[config.mk]
export PLATFORM = sky130hd
export DESIGN_NAME = shift_register
export DESIGN_NICKNAME = d
export VERILOG_FILES = /design/src/rtl/shift_register.sv
export SDC_FILE = /design/constraint.sdc
export NUM_CORES = 1
export LEC_CHECK = 0
export ABC_AREA = 1
export CELL_PAD_IN_SITES_DETAIL_PLACEMENT = 1
export CELL_PAD_IN_SITES_GLOBAL_PLACEMENT = 1
export CORE_UTILIZATION = 23
export CTS_CLUSTER_DIAMETER = 100
export DETAILED_ROUTE_END_ITERATION = 8
export GPL_ROUTABILITY_DRIVEN = 0
export PLACE_DENSITY = 0.8
export SLEW_MARGIN = 20
export SYNTH_ARGS = -nofsm -noshare
export SYNTH_HDL_FRONTEND = slang
export SYNTH_SLANG_ARGS = --single-unit
[constraint.sdc]
create_clock -name i_clk -period 1 [get_ports i_clk]
set_input_delay 0.25 -clock i_clk [delete_from_list [all_inputs] [get_ports i_clk]]
set_output_delay 0.25 -clock i_clk [all_outputs]
set_load 0.1 [all_outputs]
[src/rtl/shift_register.sv]
// 8-bit shift register used as a byte serializer/deserializer: parallel load or
// MSB-first left shift each cycle, with both outputs taken straight from the register.
module shift_register #(
    parameter int WIDTH = 8
) (
    input  logic             i_clk,
    input  logic             i_rstn,
    input  logic             i_load,
    input  logic             i_ser_in,
    input  logic [WIDTH-1:0] i_par_in,
    output logic [WIDTH-1:0] o_par_out,
    output logic             o_ser_out
);

    logic [WIDTH-1:0] sr_r;

    // Register update: load wins over shift; new serial bits enter at the LSB
    always_ff @(posedge i_clk or negedge i_rstn) begin
        if (!i_rstn) begin
            sr_r <= {WIDTH{1'b0}};
        end else if (i_load) begin
            sr_r <= i_par_in;
        end else begin
            sr_r <= {sr_r[WIDTH-2:0], i_ser_in};
        end
    end

    assign o_par_out = sr_r;
    assign o_ser_out = sr_r[WIDTH-1];

endmodule

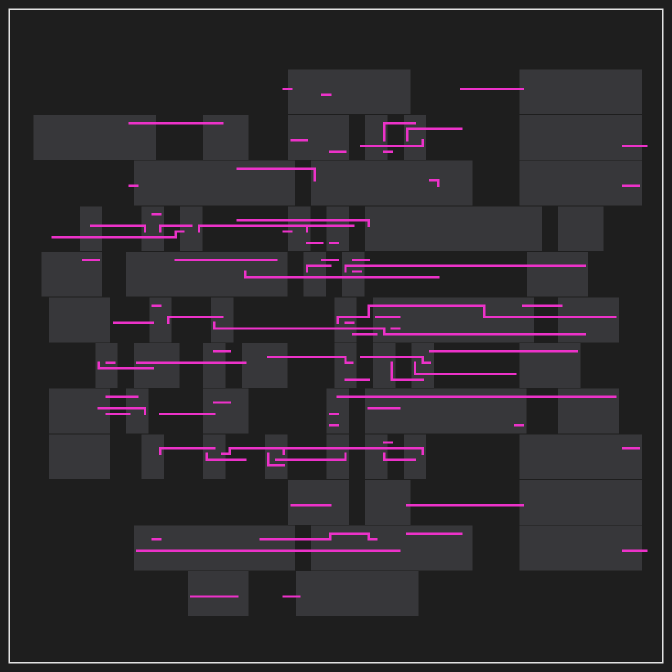
(images/m1.png)
The layer carries 298 um of wire. 56 nets have wire on it. The layer holds 42% of the routed length. The longest straight run is 16.6 um.

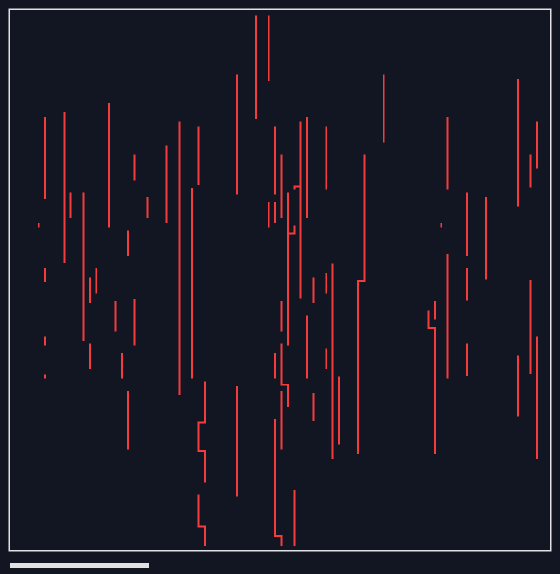
(images/m2.png)
Scale bar: 10 um.
61 nets have wire on it. The longest straight run is 19.5 um.

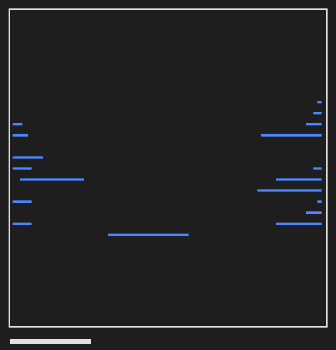
(images/m3.png)
Scale bar: 10 um.
The layer carries 59.8 um of wire. 17 nets have wire on it. The layer holds 8.4% of the routed length. The longest straight run is 9.70 um.

==> flow_summary_export.csv <==
group,metric,value,unit
status,outcome,"finished with violations",
status,violations,"setup timing",
final_timing,setup_viol,9,
yosys,floorplan.nets,47,
die,die_w,38.9,um
yosys,mux_share,0,
grt,use_met3,0.0520,
power,switching_share,0.386,
yosys,top_area_frac,0.640,
placed_design,hpwl,565,um
grt,antenna_found_initial,0,
die,ios,21,
layout,nFlopsAndLatches,8,
clocking,post-cts-setup-buffers,1,
grt,grt-ovfl-total,0,
setup_path,cpMaxStageDelayCell,"dfrtp_4",
drt,top_layer_used,"met4",
final_timing,finalSetupTns,-0.985,ns
setup_path,worst-path-max-fanout,2,
yosys,edf_count,0,
final_timing,max_clock_freq,0.850,GHz
final_timing,slew_headroom,0.764,
job,cap_violations,0,
yosys,netlist_area,313,um2
yosys,simple_gate_share,0.288,
drt,wirelength,713,um
clocking,cts_buffers,3,
setup_path,cp_slowest_stage_delay,0.50,ns
yosys,ys_cells,35,
setup_path,rr_startpoint,"o_par_out[3]",
drt,wl_met1,298,um
yosys,yosysUniqueCellTypes,5,
grt,busiest_layer,"met2",
power,power.group.top,"combinational cells",
yosys,syn_inst,35,
layout,fill_cells,128,
clocking,clock_tree.root_cell,"clkbuf_4",
yosys,ys.flop_type,"dfrtp_1",
yosys,aoi_share,0,
setup_path,reg2regPathDepth,3,
placed_design,place_area,629,um2
final_timing,finalMaxSlewViolations,0,
clocking,hold_buffers,0,
grt,gr-usage-met1,0.147,
placed_design,dp.cells,69,
setup_path,arrival,0.93,ns
setup_path,endpoint_kind,"output port",
final_timing,hold_viol,0,
yosys,top_cell,"nand2_1",
clocking,clkLatencyLatePin,0.25,ns
layout,finish.instance_area,659,um2
setup_path,crit_cells,1,
power,leakagePower,0.316,nW
final_timing,worst_slack,-0.176,ns
layout,layout_top_cell,"nand2_1",
setup_path,crit_start,"o_par_out[7]",
Power is estimated from default activity; no workload was simulated.
